Figure 1. Wire density map.
Scale bar: 20 um. The die is cut into 12 by 12 equal tiles; dark purple is low, yellow is high, scaled to the fullest tile. Values are wire area over tile area, all layers added.
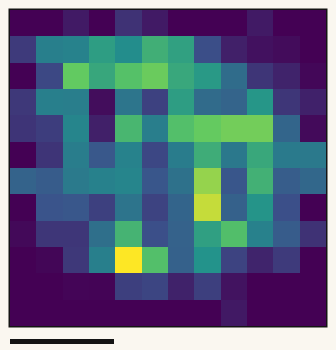
Figure 2. I/O nets highlighted.
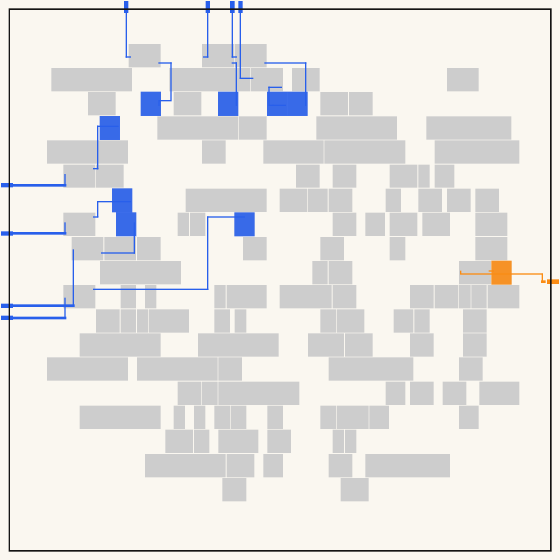
Figure 3. Cells by drive strength.
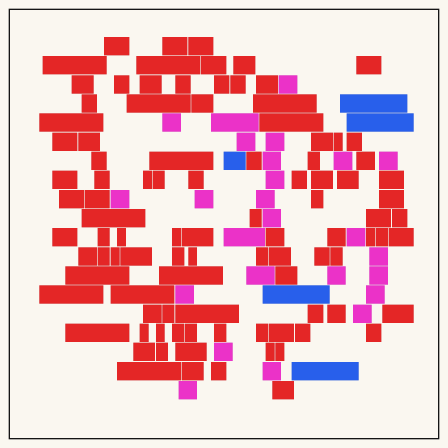
Figure 4. Placement by cell class.
Scale bar: 20 um.
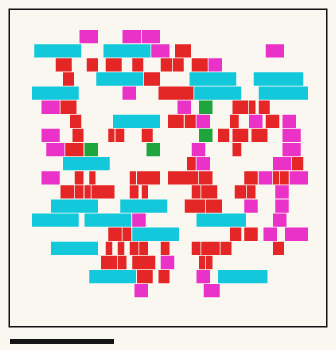
Figure 5. Routing congestion map.
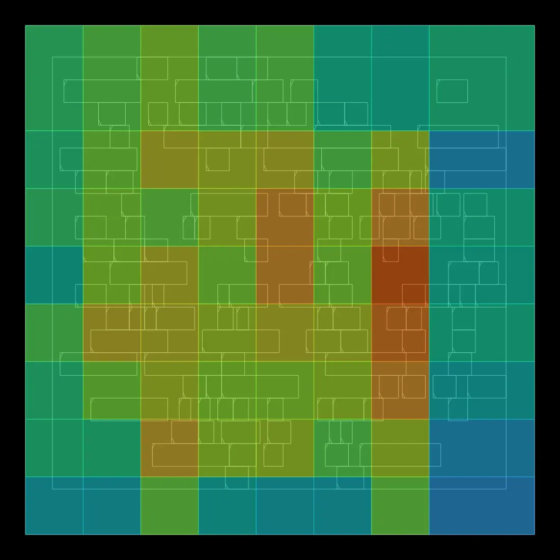
==> config.mk <==
export PLATFORM = sky130hd
export DESIGN_NAME = fifo_uart_tx
export DESIGN_NICKNAME = d
export VERILOG_FILES = /design/src/rtl/fifo_uart_pkg.sv /design/src/rtl/uart_baud_cnt.sv /design/src/rtl/fifo_uart_tx.sv
export SDC_FILE = /design/constraint.sdc
export NUM_CORES = 1
export LEC_CHECK = 0
export CAP_MARGIN = 15
export CELL_PAD_IN_SITES_DETAIL_PLACEMENT = 0
export CELL_PAD_IN_SITES_GLOBAL_PLACEMENT = 2
export CORE_MARGIN = 3
export CORE_UTILIZATION = 33
export CTS_CLUSTER_SIZE = 10
export DETAILED_ROUTE_END_ITERATION = 10
export GPL_TIMING_DRIVEN = 1
export PLACE_DENSITY_LB_ADDON = 0.1
export SLEW_MARGIN = 20
export SYNTH_ARGS = -nofsm -noshare
export SYNTH_HDL_FRONTEND = slang
export SYNTH_SLANG_ARGS = --single-unit
==> constraint.sdc <==
create_clock -name clk -period 2 [get_ports clk]
set_input_delay 0.4 -clock clk [delete_from_list [all_inputs] [get_ports clk]]
set_output_delay 0.4 -clock clk [all_outputs]
set_load 0.01 [all_outputs]
==> reports/qor.yml <==
power:
  pg_clk_uw: 205
  p_sw_uw: 587
  pwr-share-clk_pct: 12.4
  ir_worst_vdd_uv: 573
  pg_comb_uw: 814
  p_sw_share_pct: 35.4
  power_leader: "combinational cells"
  p_leak_nw: 0.577
  seq_power_share_pct: 38.6
  comb_power_share_pct: 49.0
  power_density_nw_per_um2: 1240
floorplan:
  fp-row-count: 19
  initial_core_util_pct: 35.5
  dieWidth_um: 60.9
  die_h_um: 60.9
timing:
  setup_viol: 0
  tightest_slew_ps: 544
  rsz0062_at_grt: "no"
  finalHoldViolCount: 0
  skew_ps: 9.32
  period_used_pct: 94.2
  period_minus_slack_ps: 1880
  tns_ps: 0
synthesis:
  top_area_share_pct: 45.3
  synth_cells: 95
  edf_count: 0
  async_flop_share_pct: 100
  synth_seq_share_pct: 47.9
  ys_area_um2: 995
  synthTopCellsByArea: "dfrtp_1 45%, a2bb2oi_1 5.3%, o22ai_1 5.0%"
  ys.flops: 19
  avgSynthCellArea_um2: 10.5
  synth_nets: 110
  ys_cells: 95
  syn-cell-area_um2: 995
  yosys_most_used_dff: "dfrtp_1"
  ys_types: 40
  yosysWarnings: 0
setup_path:
  cp-start-kind: "flop"
  criticalPathCategory: "reg -> out"
  r2r_slack_ps: 250
  worstPathCellList: "ha_1 -> and3_1 -> nand2_1 -> nor2_1 -> dlygate4sd2_1"
  cp_slowest_cell: "dfrtp_1"
  worst-path-max-fanout: 2
  ff2ff_path_depth: 5
  critPathArrivalTime_ps: 1480
  cpPeakStageDelay_ps: 400
routing:
  drt_iter0_drc: 39
  vias: 844
  drt_pass1_iterations: 4
  avgViaCountPerCell: 5.31
  drc: 0
  postRouteAntennaNets: 0
clock_network:
  clkSinkCount: 19
  cts_max_level: 1
  cts_hold_repair.buffers: 0
  cts_tree: "yes"
  cts_buffer_depth: 2
  insertion_delay_ps: 300
  clock-root-buffer: "clkbuf_4"
  cts_buffers: 3
final_layout:
  fillers: 278
  nets: 144
  drive_above_1_share_pct: 23.4
  largest_reg_flops: 8
  instances_no_fill: 159
  final_cell_mix: "18 x buf_4, 15 x dfrtp_1, 13 x clkdlybuf4s50_1, 8 x o22ai_1, 7 x o21ai_0"
  antenna_cells: 0
  final_layout_top_logic_cell: "buf_4"
job:
  maxCapViolations: 0
run_status:
  outcome: "finished clean"
place:
  dp_slack_ps: 149
  dp_cells: 148
  routabilityCongestion: 0.740
  hpwl_um: 1700
min_path:
  hold_class: "in -> async"
global_route:
  grt_pass1_wl_um: 3950
  gr-total-overflow: 0
  grt_pass1_vias: 847
  grt_max_degree: 13
  antenna_found_initial: 0
-- Figure 1 (at the start) --
nearly empty tiles: 24%
emptiest ninth of the die: south-west
tiles over half the peak: 19%
mean over tiles: 0.096
Total Wirelength: 2320 um
Wirelength per Cell: 14.6 um
total track usage: 14.6%

-- Figure 2 (at the start) --
| port | color | bits | direction | end cells | buffers | wire |
|---|---|---|---|---|---|---|
| en | orange | 1 | input | 1 | 1 | 11.1 um |
| fifo_data | blue | 8 | input | 8 | 8 | 133 um |
Buffers on Ports: 15
IO Pins: 16

-- Figure 3 (at the start) --
| size | color | cells | share |
|---|---|---|---|
| x3 and x4 | magenta | 25 | 20% |
| x2 | blue | 5 | 3.9% |
| x1 and smaller | red | 98 | 77% |
Buffers, non-clock: 33
min setup slack post-route: 117 ps
design area: 1340 um2
synth-to-layout area growth: 34.2%

-- Figure 4 (at the start) --
| class | color | cells |
|---|---|---|
| clock drivers and dummy loads | green | 4 |
| remaining logic cells | red | 72 |
| sequential cells | cyan | 19 |
| remaining buffers and delay cells | magenta | 33 |
Seq area share: 36.0%
Core ar.: 2810 um2

-- Figure 5 (at the start) --
met2 Use GR: 23.4%
layer with the highest usage: met2
M3 GR Usage: 4.04%
Final Util: 47.6%

## per-stage QoR
stage	utilization (%)	area, um2	hold slack, ps	total power [mW]
floorplan	-	995	104	1.14
global placement	44.5	1250	469	1.39
detailed placement	44.5	1250	482	1.40
CTS	47.5	1330	390	1.68
global route	47.6	1340	401	1.80
finish	47.6	1340	380	1.66
## cell usage after synthesis (2+ instances only)
master,number
buf_2,2
nor2_1,3
dfrtp_1,18
o21ai_0,7
o22ai_1,8
ha_1,3
nand2b_1,2
nor2b_1,2
nor3_1,4
a21oi_1,3
inv_1,3
nor3b_1,2
a2bb2oi_1,6
a31oi_1,2
nand2_1,5
## layout make-up
class	count	area (um2)	area share, %
Timing Repair Buffer	33	287	21.5
Inverter	3	11.3	0.843
Multi-Input combinational cell	69	488	36.6
Clock inverter	1	7.51	0.562
Clock buffer	3	22.5	1.69
Tap cell	31	38.8	2.91
Sequential cell	19	480	36.0
## cells by family after synthesis
group / Yosys count / synth area share, %
xor+xnor: 1 / 0.881
flops: 19 / 47.9
buf+inv: 7 / 3.02
mux: 1 / 1.01
simple gates: 26 / 15.2
fa+ha+maj: 3 / 3.77
compound gates: 38 / 28.2
## worst max-delay path: cells and delay by family (launching register included)
family        cells  cell delay [ps]
simple gates      3              300
fa+ha+maj         1              200
buf+inv           1              270
flops             1              400
## routing by layer
metal  track usage [%]  part of all wire (%)
met3              4.04                   3.1
met2              23.4                    45
met5                 0                     0
met1              19.3                    51
met4              4.64                  0.73
## repair_timing
action / CTS / global route
setup endpoints to repair: 3 / 1
setup buffers: 7 / 0
gates resized: 4 / 1
Power and IR drop assume default switching activity.
